Figure 1. PDN straps and rails (run 1).
The bar under the picture is 10 um long. Pins as bars on the die edge.
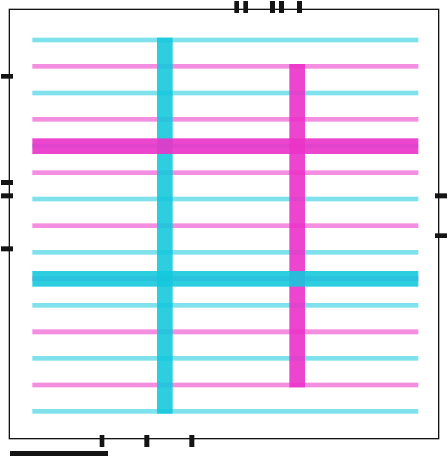
Figure 2. Placement by cell class (run 1).
The bar under the picture is 10 um long.
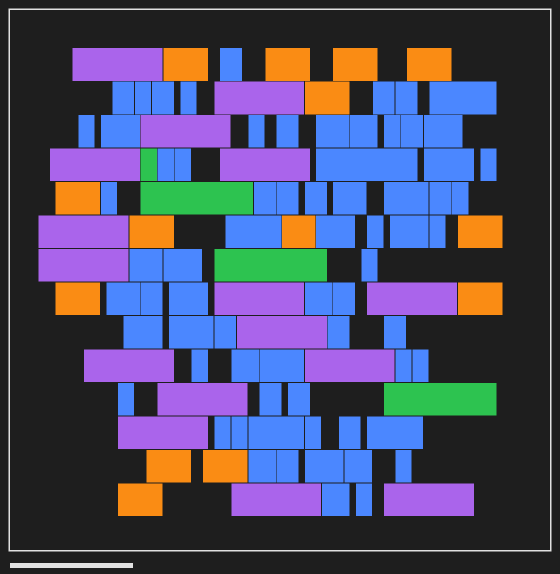
Figure 3. Routed clock nets over the placement (run 1).
The bar under the picture is 10 um long.
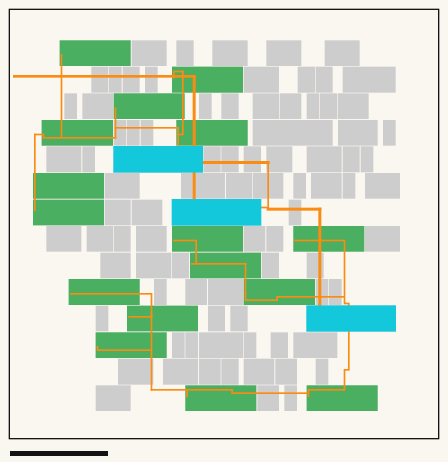
Figure 4. Signal wires by layer (run 1).
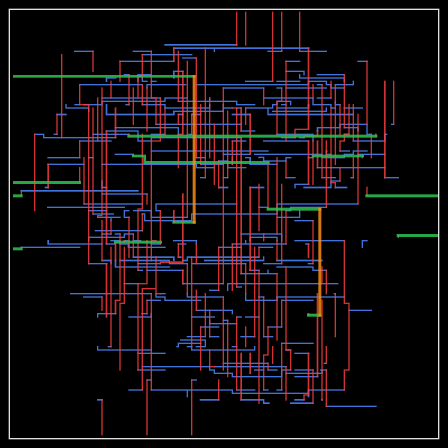
[config.mk]
export PLATFORM = sky130hd
export DESIGN_NAME = round_robin_grant_controller
export DESIGN_NICKNAME = d
export VERILOG_FILES = /design/src/rtl/round_robin_grant_controller.sv
export SDC_FILE = /design/constraint.sdc
export NUM_CORES = 1
export LEC_CHECK = 0
export CORE_MARGIN = 2
export CORE_UTILIZATION = 50
export CTS_BUF_LIST = sky130_fd_sc_hd__clkbuf_16
export CTS_CLUSTER_DIAMETER = 150
export DETAILED_ROUTE_END_ITERATION = 8
export PLACE_DENSITY = 0.86
export SLEW_MARGIN = 20
export SYNTH_ARGS = -nofsm -noshare
export SYNTH_HDL_FRONTEND = slang
export SYNTH_SLANG_ARGS = --single-unit
[constraint.sdc]
create_clock -name clock_i -period 2.1 [get_ports clock_i]
set_input_delay 0.21 -clock clock_i [delete_from_list [all_inputs] [get_ports clock_i]]
set_output_delay 0.21 -clock clock_i [all_outputs]
set_load 0.02 [all_outputs]
[src/rtl/round_robin_grant_controller.sv]
// ---------------------------------------------------------------------------
// round_robin_grant_controller
//
// Fair round-robin arbiter handing one shared resource to one of N requesters.
// A grant is held until its owner drops the request or, when enabled, a hold
// watchdog revokes it. There is always exactly one idle turnaround cycle
// between two consecutive owners, so a downstream mux/demux never switches
// select while busy is high.
//
// state      | meaning
// -----------+--------------------------------------------------------------
// ST_IDLE    | no owner; requests are scanned from the priority pointer
// ST_GRANTED | one owner holds the resource; other requests are ignored
//
// Ports
//   clock_i        rising-edge clock
//   reset_i        synchronous, active-high reset
//   requests_i     per-requester level request
//   grants_o       one-hot grant (registered), all zero when idle
//   grant_index_o  index of current/last owner (registered); qualify with busy_o
//   busy_o         high while a grant is held
//   timeout_o      one-cycle pulse when the watchdog revokes a grant
// ---------------------------------------------------------------------------
module round_robin_grant_controller #(
    parameter int NUMBER_OF_REQUESTERS = 4,
    parameter int SELECT_WIDTH         = $clog2(NUMBER_OF_REQUESTERS),
    parameter int MAX_HOLD_CYCLES      = 16,
    parameter int COUNTER_WIDTH        = $clog2(MAX_HOLD_CYCLES + 1)
) (
    input  logic                            clock_i,
    input  logic                            reset_i,
    input  logic [NUMBER_OF_REQUESTERS-1:0] requests_i,
    output logic [NUMBER_OF_REQUESTERS-1:0] grants_o,
    output logic [SELECT_WIDTH-1:0]         grant_index_o,
    output logic                            busy_o,
    output logic                            timeout_o
);

    // With the watchdog disabled the counter width collapses to zero; keep a
    // one-bit register so the design stays legal. It is never advanced then.
    localparam int CNT_W = (COUNTER_WIDTH < 1) ? 1 : COUNTER_WIDTH;
    localparam bit WATCHDOG_EN = (MAX_HOLD_CYCLES != 0);
    localparam logic [CNT_W-1:0] HOLD_LAST =
        WATCHDOG_EN ? CNT_W'(MAX_HOLD_CYCLES - 1) : '0;
    localparam logic [SELECT_WIDTH-1:0] LAST_INDEX =
        SELECT_WIDTH'(NUMBER_OF_REQUESTERS - 1);

    typedef enum logic {
        ST_IDLE    = 1'b0,
        ST_GRANTED = 1'b1
    } state_t;

    state_t                            state_q, state_d;
    logic [NUMBER_OF_REQUESTERS-1:0]   grants_q, grants_d;
    logic [SELECT_WIDTH-1:0]           grant_index_q, grant_index_d;
    logic                              busy_q, busy_d;
    logic                              timeout_q, timeout_d;
    logic [SELECT_WIDTH-1:0]           pointer_q, pointer_d;
    logic [CNT_W-1:0]                  counter_q, counter_d;

    logic                              win_found;
    logic [SELECT_WIDTH-1:0]           win_index;
    logic [SELECT_WIDTH-1:0]           scan_index;
    logic [SELECT_WIDTH-1:0]           next_pointer;

    // base + offset modulo N; both operands are below N so a single
    // conditional subtract suffices, which keeps non-power-of-two N correct.
    function automatic logic [SELECT_WIDTH-1:0] wrap_add(
        input logic [SELECT_WIDTH-1:0] base,
        input int unsigned             offset
    );
        int unsigned sum;
        sum = 32'(base) + offset;
        if (sum >= 32'(NUMBER_OF_REQUESTERS)) begin
            sum = sum - 32'(NUMBER_OF_REQUESTERS);
        end
        return SELECT_WIDTH'(sum);
    endfunction

    // Winner scan: first set request at pointer, pointer+1, ... wrapping.
    always_comb begin
        win_found  = 1'b0;
        win_index  = pointer_q;
        scan_index = pointer_q;
        for (int i = 0; i < NUMBER_OF_REQUESTERS; i++) begin
            scan_index = wrap_add(pointer_q, i);
            if (!win_found && requests_i[scan_index]) begin
                win_found = 1'b1;
                win_index = scan_index;
            end
        end
    end

    // Priority moves just past the owner that is leaving.
    assign next_pointer = (grant_index_q == LAST_INDEX) ? '0
                        : grant_index_q + SELECT_WIDTH'(1);

    always_comb begin
        state_d       = state_q;
        grants_d      = grants_q;
        grant_index_d = grant_index_q;
        busy_d        = busy_q;
        timeout_d     = 1'b0;
        pointer_d     = pointer_q;
        counter_d     = counter_q;

        unique case (state_q)
            ST_IDLE: begin
                if (win_found) begin
                    state_d             = ST_GRANTED;
                    grants_d            = '0;
                    grants_d[win_index] = 1'b1;
                    grant_index_d       = win_index;
                    busy_d              = 1'b1;
                    counter_d           = '0;
                end
            end
            ST_GRANTED: begin
                if (!requests_i[grant_index_q]) begin
                    state_d   = ST_IDLE;
                    grants_d  = '0;
                    busy_d    = 1'b0;
                    pointer_d = next_pointer;
                end else if (WATCHDOG_EN && (counter_q == HOLD_LAST)) begin
                    state_d   = ST_IDLE;
                    grants_d  = '0;
                    busy_d    = 1'b0;
                    timeout_d = 1'b1;
                    pointer_d = next_pointer;
                end else if (WATCHDOG_EN) begin
                    counter_d = counter_q + CNT_W'(1);
                end
            end
            default: begin
                state_d = ST_IDLE;
            end
        endcase
    end

    always_ff @(posedge clock_i) begin
        if (reset_i) begin
            state_q       <= ST_IDLE;
            grants_q      <= '0;
            grant_index_q <= '0;
            busy_q        <= 1'b0;
            timeout_q     <= 1'b0;
            pointer_q     <= '0;
            counter_q     <= '0;
        end else begin
            state_q       <= state_d;
            grants_q      <= grants_d;
            grant_index_q <= grant_index_d;
            busy_q        <= busy_d;
            timeout_q     <= timeout_d;
            pointer_q     <= pointer_d;
            counter_q     <= counter_d;
        end
    end

    assign grants_o      = grants_q;
    assign grant_index_o = grant_index_q;
    assign busy_o        = busy_q;
    assign timeout_o     = timeout_q;

`ifndef SYNTHESIS
    always @(posedge clock_i) begin
        if (!reset_i) begin
            assert ($onehot0(grants_q))
                else $error("grants not one-hot-or-zero: %b", grants_q);
            assert (busy_q == (|grants_q))
                else $error("busy disagrees with grants");
            assert (!(timeout_q && busy_q))
                else $error("timeout asserted while busy");
            assert (32'(grant_index_q) < 32'(NUMBER_OF_REQUESTERS))
                else $error("grant index out of range");
        end
    end
`endif

endmodule
==> job_summary.md, run 1 <==
### Yosys + OpenROAD results

| Metric | Value |
|---|---|
| Met1 Use GR | 25.4% |
| P per Cell Area | 846 nW/um2 |
| Largest net degree at the start of global routing | 19 |
| Mean area per synthesized cell | 8.93 um2 |
| # IOs | 14 |
| Critical Path Start | counter_q[0] |
| Chip Area, Yosys | 795 um2 |
| Static leakage | 0.374 nW |
| Largest delay contributor family on the critical path | simple AND/OR/NAND/NOR gates |
| WS Path Type | flop to flop |
| R2r worst-path depth | 8 |
| Combinational share of cell area | 42.1% |
| Switching Fraction | 24.7% |
| Area fraction in mux cells | 4.09% |
| Uppermost routed layer | met4 |
| Met2 Track Usage GR | 32.6% |
| Routed Wire Length | 1.73 mm |
| Area Overhead vs Synth | 25.0% |
| Fp util | 52.7% |
| Combinational cell power | 0.135 mW |
| Outcome | completed |
| Tot Pwr | 0.841 mW |
| Sequential cell area | 320 um2 |
| Vias per cell | 6.12 |
| Biggest area cells | dfxtp_1 (40%), nor2_1 (5.7%), a21oi_1 (5.0%), ha_1 (4.7%), nor3_1 (3.8%) |
| Distinct cells, synth | 32 |
| Vias in the first global route | 711 |
| DR WL/cell | 14.5 um |
| Top cell excl fill/tap | dfxtp_1 |
| HPWL Detailed | 1.24 mm |
| Simple logic cell fraction of the synthesized area | 21.4% |
| Final setup fails | 0 |
| Worst slew margin | 61.0% |
| Inverters | 5 |
| Internal power | 0.633 mW |
| CP Depth | 8 |
| Hold-fix buffers, CTS | 0 |
## Picture notes: Figure 1
Magenta shows VDD. Cyan shows VSS.
The core has 14 rows. 2 straps on met5. 2 straps on met4. 14 signal pins sit on the boundary.
Core ar.: 1510 um2
Die H: 43.9 um
Die X: 43.9 um
Max VDD drop: 0.000579 V

## Picture notes: Figure 2
Blue shows combinational and other logic, cells 69. Purple shows sequential cells, cells 16. Orange shows remaining buffers and delay cells, cells 14. Green shows clock drivers and dummy loads, cells 4.
Layout Utilization: 65.9%
flop share of the area: 32.2%
Rows: 14
fin area: 993 um2

## Picture notes: Figure 3
Cyan shows clock drivers, count 3. Orange shows clock wires, length 219 um. Green shows flip-flops, count 16.
There are 4 routed clock nets.
clock-net power: 0.369 mW
Fin Clk Skew: 0.00721 ns
power share of the clock group: 43.9%
Insertion Delay late pin: 0.25 ns

## Picture notes: Figure 4
Red shows metal 2, wire length 836 um. Green shows metal 3, wire length 95.4 um. Orange shows metal 4, wire length 25.8 um. Blue shows metal 1, wire length 772 um.

Figure 5. Routing congestion map (run 1).
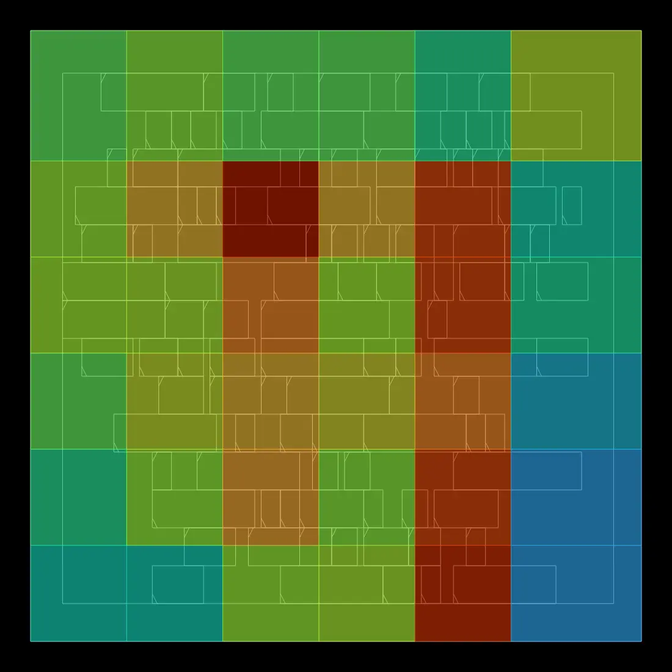

## Run 2: what changed since run 1
==> constraint.sdc (replaced) <==
create_clock -name clock_i -period 1.8 [get_ports clock_i]
set_input_delay 0.18 -clock clock_i [delete_from_list [all_inputs] [get_ports clock_i]]
set_output_delay 0.18 -clock clock_i [all_outputs]
set_load 0.02 [all_outputs]
Figure 6. Routing congestion map (run 2).
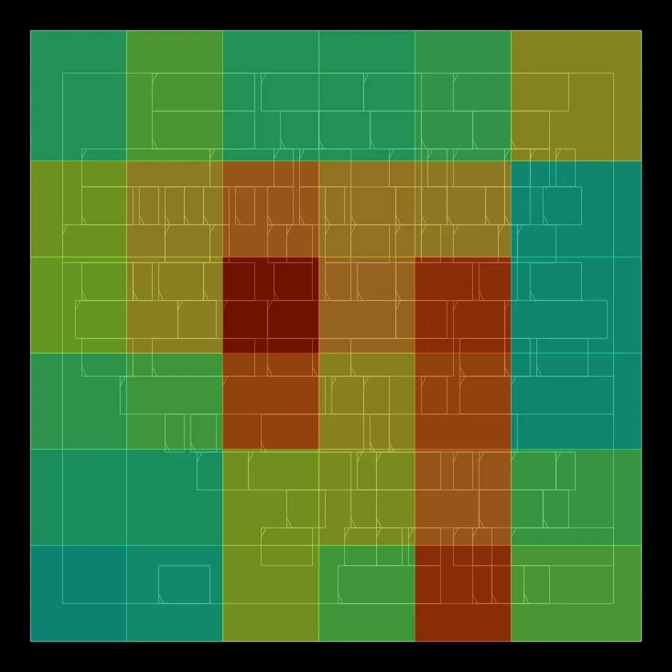
GRT Resource Usage Total: 21.4%
busiest grt layer: met2
met2 Track Usage GR: 37.6%
Layout Utilization: 70.3%
DR WL/cell: 14.7 um

Figure 7. Routed clock nets over the placement (run 2).
The bar under the picture is 10 um long.
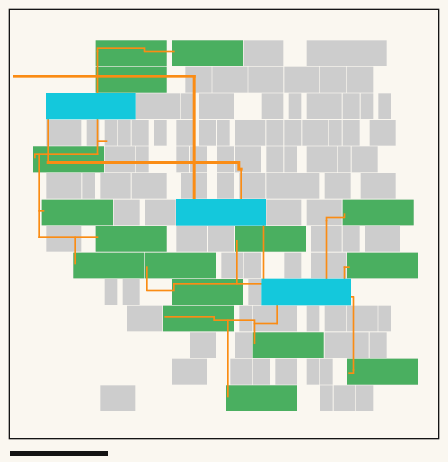
Cyan shows clock drivers, count 3. Green shows flip-flops, count 16. Orange shows clock wires, length 193 um.
There are 4 routed clock nets. Position of the flops: widely spread.
clock-net power: 0.425 mW
Fin Clk Skew: 0.00626 ns
power share of the clock group: 42.7%

==> run 2 against run 1 <==
Against the previous run:
- utilization grew 4.3 points
- power grew 18%
- first-iteration DRC count shrank 14%
- sequential power grew 17%
- clock power grew 15%
- clock-buffer cell count is the same
==> job_summary.md, run 2 <==
### Yosys + OpenROAD results

| Metric | Value |
|---|---|
| Outcome | completed (unchanged) |
| HPWL Detailed | 1.33 mm (was 1.24 mm) |
| Tot Pwr | 0.995 mW (was 0.841 mW) |
| Initial antenna violation count | 0 (unchanged) |
| Biggest area cells | dfxtp_1 (40%), nor2_1 (5.7%), a21oi_1 (5.0%), ha_1 (4.7%), nor3_1 (3.8%) (unchanged) |
| # IOs | 14 (unchanged) |
| Vias per cell | 6.04 (was 6.12) |
| Synthesized area | 795 um2 (unchanged) |
| Met1 Use GR | 24.1% (was 25.4%) |
| CP Depth | 8 (unchanged) |
| Max VDD drop | 0.000706 V (was 0.000579 V) |
| P per Cell Area | 940 nW/um2 (was 846 nW/um2) |
| Uppermost routed layer | met4 (unchanged) |
| Die X | 43.9 um (unchanged) |
| Vias in the first global route | 730 (was 711) |
| Top cell excl fill/tap | dfxtp_1 (unchanged) |
| Static leakage | 0.414 nW (was 0.374 nW) |
| Flop share of the area | 30.3% (was 32.2%) |
| Most frequent CP cell | ha_1 (unchanged) |
| Switching Fraction | 24.4% (was 24.7%) |
| Area Overhead vs Synth | 33.2% (was 25.0%) |
| Simple logic cell fraction of the synthesized area | 21.4% (unchanged) |
| Combinational cell power | 0.177 mW (was 0.135 mW) |
| Critical Path Start | counter_q[0] (unchanged) |
| Core ar. | 1510 um2 (unchanged) |
| Fin area | 1060 um2 (was 993 um2) |
| Largest net degree at the start of global routing | 13 (was 19) |
| Worst slew margin | 74.0% (was 61.0%) |
| Largest delay contributor family on the critical path | simple AND/OR/NAND/NOR gates (unchanged) |
| Area fraction in mux cells | 4.09% (unchanged) |
| Final setup fails | 0 (unchanged) |
| Chip Area, Yosys | 795 um2 (unchanged) |
| Combinational share of cell area | 40.0% (was 42.1%) |
| Rows | 14 (unchanged) |
| Mean area per synthesized cell | 8.93 um2 (unchanged) |
| Mapped Cells | 89 (unchanged) |
| Sequential cell area | 320 um2 (unchanged) |
| Insertion Delay late pin | 0.25 ns (about the same) |
| Routed Wire Length | 1.86 mm (was 1.73 mm) |
| Internal power | 0.753 mW (was 0.633 mW) |
| Fp util | 52.7% (unchanged) |
Power is estimated from default activity; no workload was simulated.
